**src/rtl/ibuf_pkg.sv**
```systemverilog
// Shared types and sizing helpers for the input-buffer stream controller.
package ibuf_pkg;

  typedef enum logic [1:0] {
    IDLE  = 2'd0,
    LOAD  = 2'd1,
    START = 2'd2,
    WAIT  = 2'd3
  } ibuf_state_t;

  // Bits needed to hold any count from 0 to n inclusive.
  function automatic int cnt_width(input int n);
    return $clog2(n + 1);
  endfunction

endpackage

```
**src/rtl/ibuf_ctrl.sv**
```systemverilog
// Stream-side controller for the CIM input buffer: loads a window, pulses o_start,
// stalls intake until i_done, then slides by stride (or reloads fully after a frame end).
module ibuf_ctrl
  import ibuf_pkg::*;
#(
  parameter int datatype_size = 8,
  parameter int fifo_length   = 720,
  parameter int stride        = 1
) (
  input  logic                     clk,
  input  logic                     rst_n,
  input  logic                     s_valid,
  output logic                     s_ready,
  input  logic [datatype_size-1:0] s_data,
  input  logic                     s_last,
  output logic                     o_write_enable,
  output logic [datatype_size-1:0] o_data,
  output logic                     o_start,
  input  logic                     i_done,
  output logic                     o_busy,
  output logic                     o_err
);

  localparam int CW = cnt_width(fifo_length);
  localparam logic [CW-1:0] FULL_LAST   = CW'(fifo_length - 1);
  localparam logic [CW-1:0] STRIDE_LAST = CW'(stride - 1);

  ibuf_state_t   state_q, state_d;
  logic [CW-1:0] count_q, count_d;
  logic          frame_open_q, frame_open_d;
  logic          o_start_q, o_start_d;
  logic          o_busy_q, o_busy_d;
  logic          o_err_q, o_err_d;

  logic          accept;
  logic          complete;
  logic [CW-1:0] last_idx;

  // frame_open means a window of this frame already completed, so the
  // next window only needs stride fresh elements instead of a full load.
  assign last_idx = frame_open_q ? STRIDE_LAST : FULL_LAST;
  assign s_ready  = (state_q == LOAD);
  assign accept   = s_ready & s_valid;
  assign complete = accept & (count_q == last_idx);

  assign o_write_enable = accept;
  assign o_data         = s_data;
  assign o_start        = o_start_q;
  assign o_busy         = o_busy_q;
  assign o_err          = o_err_q;

  always_comb begin
    state_d      = state_q;
    count_d      = count_q;
    frame_open_d = frame_open_q;
    o_start_d    = 1'b0;
    o_busy_d     = 1'b0;
    o_err_d      = 1'b0;
    case (state_q)
      IDLE: state_d = LOAD;
      LOAD: begin
        if (complete) begin
          state_d      = START;
          count_d      = '0;
          frame_open_d = ~s_last;
          o_start_d    = 1'b1;
        end else if (accept) begin
          if (s_last) begin
            // Frame ended mid-window: drop the partial window, next one is a full load.
            count_d      = '0;
            frame_open_d = 1'b0;
            o_err_d      = 1'b1;
          end else begin
            count_d = count_q + CW'(1);
          end
        end
      end
      START: begin
        state_d  = WAIT;
        o_busy_d = 1'b1;
      end
      WAIT: begin
        if (i_done) state_d  = LOAD;
        else        o_busy_d = 1'b1;
      end
      default: state_d = IDLE;
    endcase
  end

  always_ff @(posedge clk or negedge rst_n) begin
    if (!rst_n) begin
      state_q      <= IDLE;
      count_q      <= '0;
      frame_open_q <= 1'b0;
      o_start_q    <= 1'b0;
      o_busy_q     <= 1'b0;
      o_err_q      <= 1'b0;
    end else begin
      state_q      <= state_d;
      count_q      <= count_d;
      frame_open_q <= frame_open_d;
      o_start_q    <= o_start_d;
      o_busy_q     <= o_busy_d;
      o_err_q      <= o_err_d;
    end
  end

endmodule

```
**config.mk**
```make
export PLATFORM = sky130hd
export DESIGN_NAME = ibuf_ctrl
export DESIGN_NICKNAME = d
export VERILOG_FILES = /design/src/rtl/ibuf_pkg.sv /design/src/rtl/ibuf_ctrl.sv
export SDC_FILE = /design/constraint.sdc
export NUM_CORES = 1
export LEC_CHECK = 0
export CORE_MARGIN = 5
export CORE_UTILIZATION = 32
export DETAILED_ROUTE_END_ITERATION = 8
export GPL_ROUTABILITY_DRIVEN = 0
export GPL_TIMING_DRIVEN = 0
export PLACE_DENSITY = 0.65
export RECOVER_POWER = 100
export SLEW_MARGIN = 20
export SYNTH_ARGS = -nofsm -noshare
export SYNTH_HDL_FRONTEND = slang
export SYNTH_SLANG_ARGS = --single-unit
```
**constraint.sdc**
```tcl
create_clock -name clk -period 2.7 [get_ports clk]
set_clock_uncertainty 0.1 [all_clocks]
set_input_delay 0.54 -clock clk [delete_from_list [all_inputs] [get_ports clk]]
set_output_delay 0.54 -clock clk [all_outputs]
set_load 0.01 [all_outputs]
```
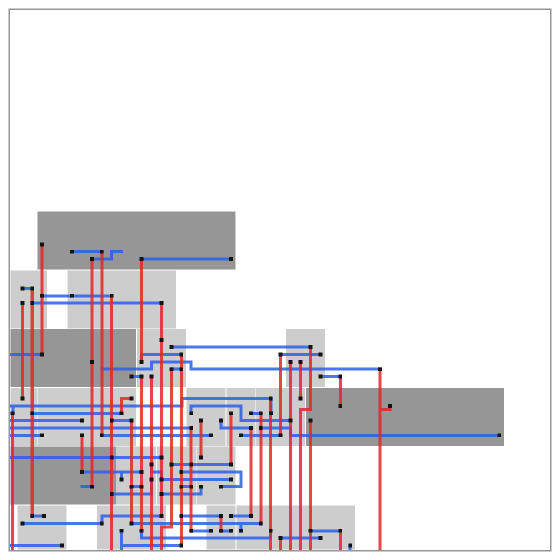
Figure 1: run 1, layout detail.
Region (36, 36) to (61, 61) um. Cells in gray, sequential cells in the stronger gray; small squares are vias.
blue -> metal 1
red -> metal 2
sequential cells in the window = 4
cells with their middle in the window = 19
most frequent = dfrtp_1 (4), nand2_1 (3), o21ai_0 (2)
netlist names of flops here include = `count_q` (4)

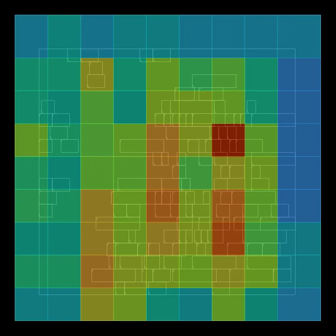
Figure 2: run 1, routing congestion.
Final Util: 41.9%
GRT Util Overall: 10.4%
Top Usage Layer GRT: met2
mean routed wirelength per cell: 13.8 um
GR Layer Usage met3: 1.93%

==> deck_impl_summary.md, run 1 <==
Key Metrics from the Run

Outcome
  • Outcome: finished, final reports clean

Job
  • Tool warnings: 28
  • Max Cap Viol: 0

CTS
  • Clock Latency Late Sink: 0.28 ns
  • Root cell of the clock tree: clkbuf_4
  • Clk sinks: 16
  • Post-CTS sizing: 0
  • Longest Clk Path Bufs: 2
  • Setup Fix Bufs, Post-CTS: 0
  • Hold Buf Count CTS: 0
  • Clk slew on worst S/H paths: ~0.090 ns
  • Total CTS buffers: 3
  • TritonCTS clock tree: done
  • Htree depth: 1

Critical path
  • Crit-path max FO: 9
  • Worst Path Required: 2.06 ns
  • Critical Path AT: 1.91 ns
  • CP Launch Type: primary input
  • Worst setup EP type: output port
  • Critical path type: in -> out

Routing
  • DRC violations left: 0
  • DR pass1 iterations: 4
  • Drt via density: 5.20
  • Antenna viol nets, final: 0
  • DR iter-0 viols: 21

STA
  • Unrepaired setup endpoints after global routing: no
  • Hold slack: slightly below 0.5 ns
  • F_max: just under 0.4 GHz
  • Setup_tns: 0 ns
  • Final min period: 2.55 ns
  • Final Slew Violations: 0
  • Slew margin rel.: between 50% and 60%
  • Final WS setup: around 0.15 ns
  • Slew @ Worst Pin: 0.721 ns
  • Final hold violation count: 0
  • Period utilization: 94.4%
  • # setup viols final: 0

GRT
  • Largest net degree at the start of global routing: 17
  • Overflow after GRT: 0
  • Global-route wire length before repair: ~3500 um
  • Initial antenna violation count: 0
  • Vias in the first global route: around 800

Pwr
  • Cell-internal power: 0.495 mW
  • Power after layout: between 0.7 and 0.8 mW
  • VDD IR max: ~0.35 mV
  • Switching power: about 0.27 mW
  • Clock share of power: 20.7%
  • Logic pwr share: between 30% and 40%
  • PwrDens: 656 mW/mm^2
  • Leakage: roughly 0.54 nW
  • Sequential power share: 45.9%
  • Switching share of power: a little over a third

Yosys
  • MUX share of area: ~2.3%
  • Yosys top cell by instances: dfrtp_1
  • Compound Share, Synth: between 15 and 20%
  • Mapped Area: roughly 940 um^2
  • Ys async rst share: 100%
  • Cell type with the largest total area: dfrtp_1
  • Top post-synthesis cells by count: dfrtp_1, nand2_1, buf_4
  • Syn Area/Cell: approximately 10 um^2
  • Yosys cell count: roughly 94
  • Synth flops: 16
  • Sequential share of the synthesized area: ~43%
  • Xor and xnor area share after synthesis: under 10%
  • Comb area leader: simple AND/OR/NAND/NOR gates
  • Adder share: 5.32%
  • Flip-flops with a built-in enable: 0
  • Synth warn: 0
  • Most used DFF post-synth: dfrtp_1
  • Post-Synthesis Cells: between 90 and 100
  • YS chip area: 941 um^2
  • Top cells, area: dfrtp_1, buf_4, ha_1, nand2_1, a21oi_1
  • Cell Type Count: 37
  • Synth top area share: 42.6%
  • Syn nets: 111
  • And+or+nand+nor area frac: 23.8%

Final layout
  • Design area: 0.00116 mm^2
  • Layout area overhead: 23.8%
  • Fraction of layout instances using a drive strength above 1: between 15 and 20%
  • Fin cells: between 100 and 150
  • Nets@finish: approximately 130
  • N_diodes: 0

Floorplanning
  • Die X-Extent: between 60 and 70 um
  • Row cnt: 19
  • Fp_density: roughly a third
  • Core ar.: between 0.002 and 0.003 mm^2
  • IO Count: 26
  • Die Y: roughly 64 um
  • Die Area: around 0.0041 mm^2

Placement
  • Placed cell count: roughly 140
  • DP HPWL: 1520 um
  • Worst slack at placement: 0.136 ns
  • Buffers added on ports: 17
  • Placed instance area: between 0.001 and 0.0015 mm^2

Hold path
  • Worst min path class: reg -> reg
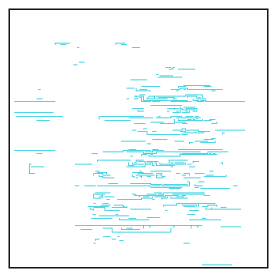
Figure 3: run 1, M1 wires.
Drawn at 4 px/um.
wire length on this layer = 905 um
nets with wire on the layer = 112
Via Count: 759
final wirelength: 2020 um
met1 Usage GRT: 12.3%

[run 1: state kept, by name, summed over array words and instances, names as in the netlist]
register / cells
frame_open_q: 1
state_q: 2
o_start: 1
o_err: 1
count_q: 10
o_busy: 1
[run 1: final cells by class]
class / count / area, um^2
clock buffers: 4 / 36.3
repair buffers: 17 / 170
multi-input cells: 66 / 444
inverters: 3 / 11.3
well taps: 31 / 38.8
fillers: 275 / 1620
flip-flops and latches: 16 / 400
plain buffers: 9 / 63.8
[run 1: critical path, stage by stage]
cell and delay [ns]:
clkdlybuf4s50_1 0.43, nand2_1 0.12, clkinv_1 0.25, clkdlybuf4s50_1 0.57
[run 1: logic make-up after synthesis]
kind of cell | count (synthesis)
and+or+nand+nor | 36
AOI/OAI and AO/OA | 21
muxes | 2
xor gates and xnor gates | 3
adders and majority gates | 4
buffers and inverters | 12
DFF | 16
[run 1: routing by layer]
layer / routed length [um] / vias to the layer above / global-route usage [%]
li1: - / 377 / -
met1: 905 / 356 / 12.3
met2: 982 / 24 / 18.1
met3: 107 / 2 / 1.93
met4: 25 / 0 / 4.83
met5: 0 / - / 0
[run 1: cell usage in the layout, fill, tap and decap left out, types with 3 or more instances in the layout]
master / n
xor2_1: 3
o21ai_0: 7
ha_1: 4
nand3_1: 3
clkdlybuf4s50_1: 4
dlygate4sd3_1: 13
a21oi_1: 6
clkbuf_4: 3
dfrtp_1: 16
buf_4: 8
nor3_1: 3
nand2_1: 11
[run 1: worst paths after layout]
path,to,slack [ns],cells past startpoint,start
hold / removal,frame_open_q,0.48,1,frame_open_q
max in group asynchronous,state_q[1],1.40,1,rst_n
min in group asynchronous,count_q[7],0.65,1,rst_n
hold reg to reg,frame_open_q,0.48,1,frame_open_q
setup / recovery,o_write_enable,0.15,4,s_valid
setup reg to reg,count_q[3],0.62,4,count_q[6]
[run 1: power by group through the flow]
stage | registers [mW] | logic [mW] | clock network [mW]
CTS | 0.352 | 0.273 | 0.163
floorplan | 0.346 | 0.175 | 0
finish | 0.351 | 0.255 | 0.158
global route | 0.359 | 0.292 | 0.177
global placement | 0.357 | 0.262 | 0
detailed placement | 0.357 | 0.272 | 0
--- run 2 (diff from run 1) ---
--- a/config.mk
+++ b/config.mk
@@ -6,12 +6,13 @@
 export NUM_CORES = 1
 export LEC_CHECK = 0
 export CORE_MARGIN = 5
-export CORE_UTILIZATION = 32
+export CORE_UTILIZATION = 50
 export DETAILED_ROUTE_END_ITERATION = 8
 export GPL_ROUTABILITY_DRIVEN = 0
 export GPL_TIMING_DRIVEN = 0
-export PLACE_DENSITY = 0.65
+export PLACE_DENSITY = 0.91
 export RECOVER_POWER = 100
+export REMOVE_ABC_BUFFERS = 1
 export SLEW_MARGIN = 20
 export SYNTH_ARGS = -nofsm -noshare
 export SYNTH_HDL_FRONTEND = slang
==> constraint.sdc (replaced) <==
create_clock -name clk -period 3.24 [get_ports clk]
set_clock_uncertainty 0.1 [all_clocks]
set_input_delay 0.648 -clock clk [delete_from_list [all_inputs] [get_ports clk]]
set_output_delay 0.648 -clock clk [all_outputs]
set_load 0.01 [all_outputs]
==> run 2 against run 1 <==
Effect of this change: synthesized cell count unchanged; sequential power shrank 16%; sequential share of layout area rose by 5.1 points; critical path depth unchanged; critical path type unchanged; largest cell class unchanged; highest routed layer unchanged.
==> deck_impl_summary.md, run 2 <==
Key Metrics from the Run

Outcome
  • Outcome: finished, final reports clean

Pwr
  • Leakage: 0.462 nW (-14%)
  • VDD IR max: 0.275 mV (-20%)
  • PwrDens: 613 mW/mm^2 (-6.6%)

CTS
  • Clock Latency Late Sink: 0.28 ns (about the same)
  • Setup Fix Bufs, Post-CTS: 0 (unchanged)
  • Total CTS buffers: 3 (unchanged)
  • Clk slew on worst S/H paths: 0.10 ns (about the same)
  • Post-CTS sizing: 0 (unchanged)
  • Htree depth: 1 (unchanged)
  • Clk sinks: 16 (unchanged)
  • Longest Clk Path Bufs: 2 (unchanged)

Yosys
  • Synth flops: 16 (unchanged)
  • Xor and xnor area share after synthesis: 2.79% (unchanged)
  • MUX share of area: 2.26% (unchanged)
  • Compound Share, Synth: 15.3% (unchanged)
  • Top post-synthesis cells by count: dfrtp_1, nand2_1, buf_4
  • Flip-flops with a built-in enable: 0 (unchanged)
  • Post-Synthesis Cells: 94 (unchanged)
  • YS chip area: 941 um^2 (unchanged)
  • Yosys top cell by instances: dfrtp_1
  • Most used DFF post-synth: dfrtp_1
  • Cell Type Count: 37 (unchanged)
  • Synth top area share: 42.6% (unchanged)
  • Yosys cell count: 94 (unchanged)
  • Ys async rst share: 100% (unchanged)
  • Sequential share of the synthesized area: 42.6% (unchanged)

Placement
  • Placed instance area: 998 um^2 (-13%)
  • Placed cell count: 119 (-16%)

Critical path
  • CP Depth: 4 (unchanged)
  • R2r endpoint: count_q[2]
  • Critical Path Most Common Cell: clkdlybuf4s50_1
  • CP top delay family: buffers and inverters
  • Crit path max-delay cell type: clkdlybuf4s50_1
  • Worst setup EP type: output port
  • Number of buffers and inverters on the critical path: 3 (unchanged)
  • CP Launch Type: primary input
  • Worst Path Required: 2.49 ns (+0.43 ns)
  • Slowest Stage Delay on Critical Path: 0.58 ns (about the same)
  • Critical Path AT: 2.36 ns (+0.45 ns)

STA
  • F_max: ~0.32 GHz
  • Setup_tns: 0 ns (unchanged)
  • Slew margin rel.: 52.8% (+0.96 points)
  • Final WS setup: 0.134 ns (-0.0170 ns)
  • Final Slew Violations: 0 (unchanged)
  • Unrepaired setup endpoints after global routing: no
  • Period utilization: approximately 96%

Routing
  • Mean routed wirelength per cell: 15.0 um (+8.1%)
  • Drt via density: 6.11 (+18%)
  • Via Count: 752 (-0.92%)
  • DRC violations left: 0 (unchanged)
  • DR iter-0 viols: 12 (-43%)
  • Final wirelength: 1840 um (-8.9%)
  • Antenna viol nets, final: 0 (unchanged)

GRT
  • GRT Util Overall: 15.7% (+5.2 points)
  • Vias in the first global route: 711 (-14%)
  • Initial antenna violation count: 0 (unchanged)
  • Overflow after GRT: 0 (unchanged)
  • Global-route wire length before repair: 3210 um (-7.2%)
  • Largest net degree at the start of global routing: 17 (unchanged)

Final layout
  • Fraction of layout instances using a drive strength above 1: 11.2% (-5.3 points)
  • Design area: 0.00101 mm^2 (-13%)
  • Top cells excl fill/tap: dfrtp_1, nand2_1, o21ai_0
  • Fin cells: 123 (-16%)
  • Number of flip-flops in the largest register: 10 (unchanged)
  • Layout area overhead: 7.71%
  • Most numerous logic cell after layout: dfrtp_1
  • N_diodes: 0 (unchanged)
  • Largest regs: count_q (10), state_q (2)

Floorplanning
  • Row cnt: 15 (-4)
  • Die Area: 0.00285 mm^2 (-31%)
  • Fp_density: 53.3% (+20 points)
  • IO Count: 26 (unchanged)
  • Core ar.: 0.00176 mm^2 (-37%)
  • Die X-Extent: 53.4 um (-17%)
  • Die Y: 53.4 um (-17%)

Job
  • Tool warnings: 27 (-3.6%)
## run 2: cell counts after synthesis
Identical to the previous run, type by type.
## run 2: worst min path at each step
stage	start	end	slack, ns	cells after the start
2_1_floorplan	rst_n	count_q[0]	0.25	0
3_3_place_gp	frame_open_q	frame_open_q	0.46	1
3_5_place_dp	count_q[1]	count_q[1]	0.48	2
4_1_cts	frame_open_q	frame_open_q	0.50	1
5_1_grt	frame_open_q	frame_open_q	0.53	1
6_report	count_q[1]	count_q[1]	0.49	2
## run 2: kinds of logic after synthesis
| family | after synthesis |
|---|---|
| DFF | 16 |
| muxes | 2 |
| buffers and inverters | 12 |
| AOI/OAI and AO/OA | 21 |
| and+or+nand+nor | 36 |
| adders and majority gates | 4 |
| xor gates and xnor gates | 3 |
## run 2: worst register-to-register path, delay by kind of cell, from the launching register on
family | cells | cell delay, ns
DFF | 1 | 0.45
AOI/OAI and AO/OA | 3 | 0.98
and+or+nand+nor | 1 | 0.33
## run 2: stage by stage
| step | hold WS, ns | utilization [%] | power (mW) |
|---|---|---|---|
| finish | 0.493 | 57.4 | 0.621 |
| global route | 0.529 | 57.4 | 0.669 |
| CTS | 0.496 | 58.7 | 0.636 |
| detailed placement | 0.475 | 56.6 | 0.502 |
| global placement | 0.460 | 56.6 | 0.485 |
| floorplan | 0.252 | - | 0.422 |
## run 2: per-layer routing
layer,up-vias,global-route usage [%],routed length (um)
met1,363,18.7,815
met4,0,5.11,38
met2,34,24.9,852
met5,-,0,0
li1,346,-,-
met3,9,6.76,133
## run 2: area by class of cell
type                       count  area share [%]
sequential                    16            39.5
timing repair buffer           9            8.89
inverter                       3            1.11
multi-input combinational     66            43.8
tap                           25            3.09
clock buffer                   4            3.58
## run 2: report_power, final
| group | switching [mW] | internal, mW |
|---|---|---|
| logic | 0.100 | 0.0917 |
| registers | 0.0566 | 0.240 |
| clock network | 0.0643 | 0.0684 |
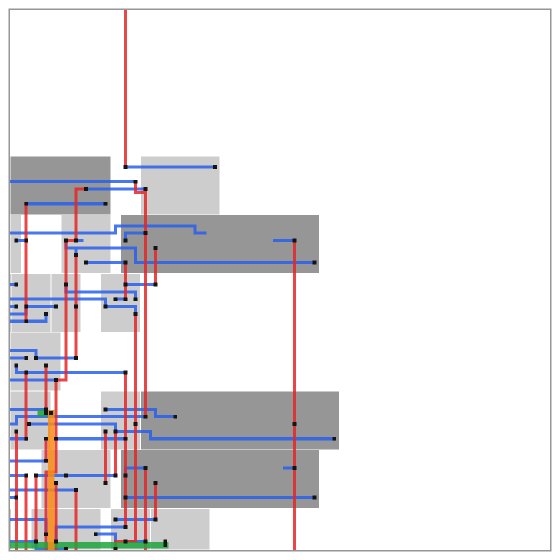
Figure 4: run 2, layout detail.
Region (28, 28) to (53, 53) um. Cells in gray, sequential cells in the stronger gray; small squares are vias.
orange -> metal 4
blue -> metal 1
green -> metal 3
red -> metal 2
netlist names of flops here include = `count_q` (4)
cells with their middle in the window = 16
sequential cells in the window = 4
most frequent = dfrtp_1 (4), xor2_1 (2), a21oi_1 (2)

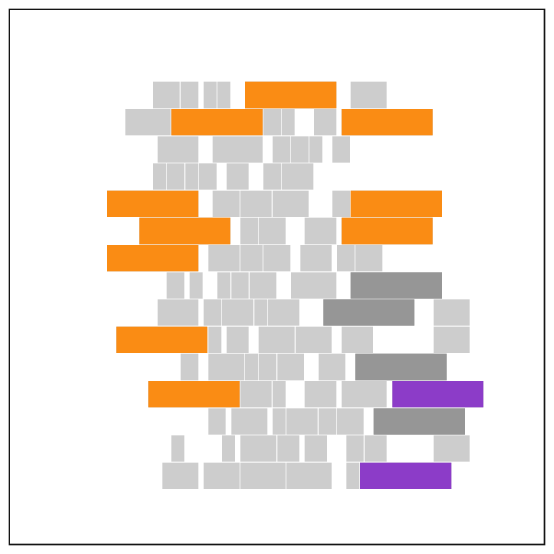
Figure 5: run 2, sequential cells colored by netlist name.
Drawn at 10 px/um.
orange -> `count_q`  # placed flops 10
purple -> `state_q`  # placed flops 2

No activity file was given, so power comes from the tool's default toggle rates.
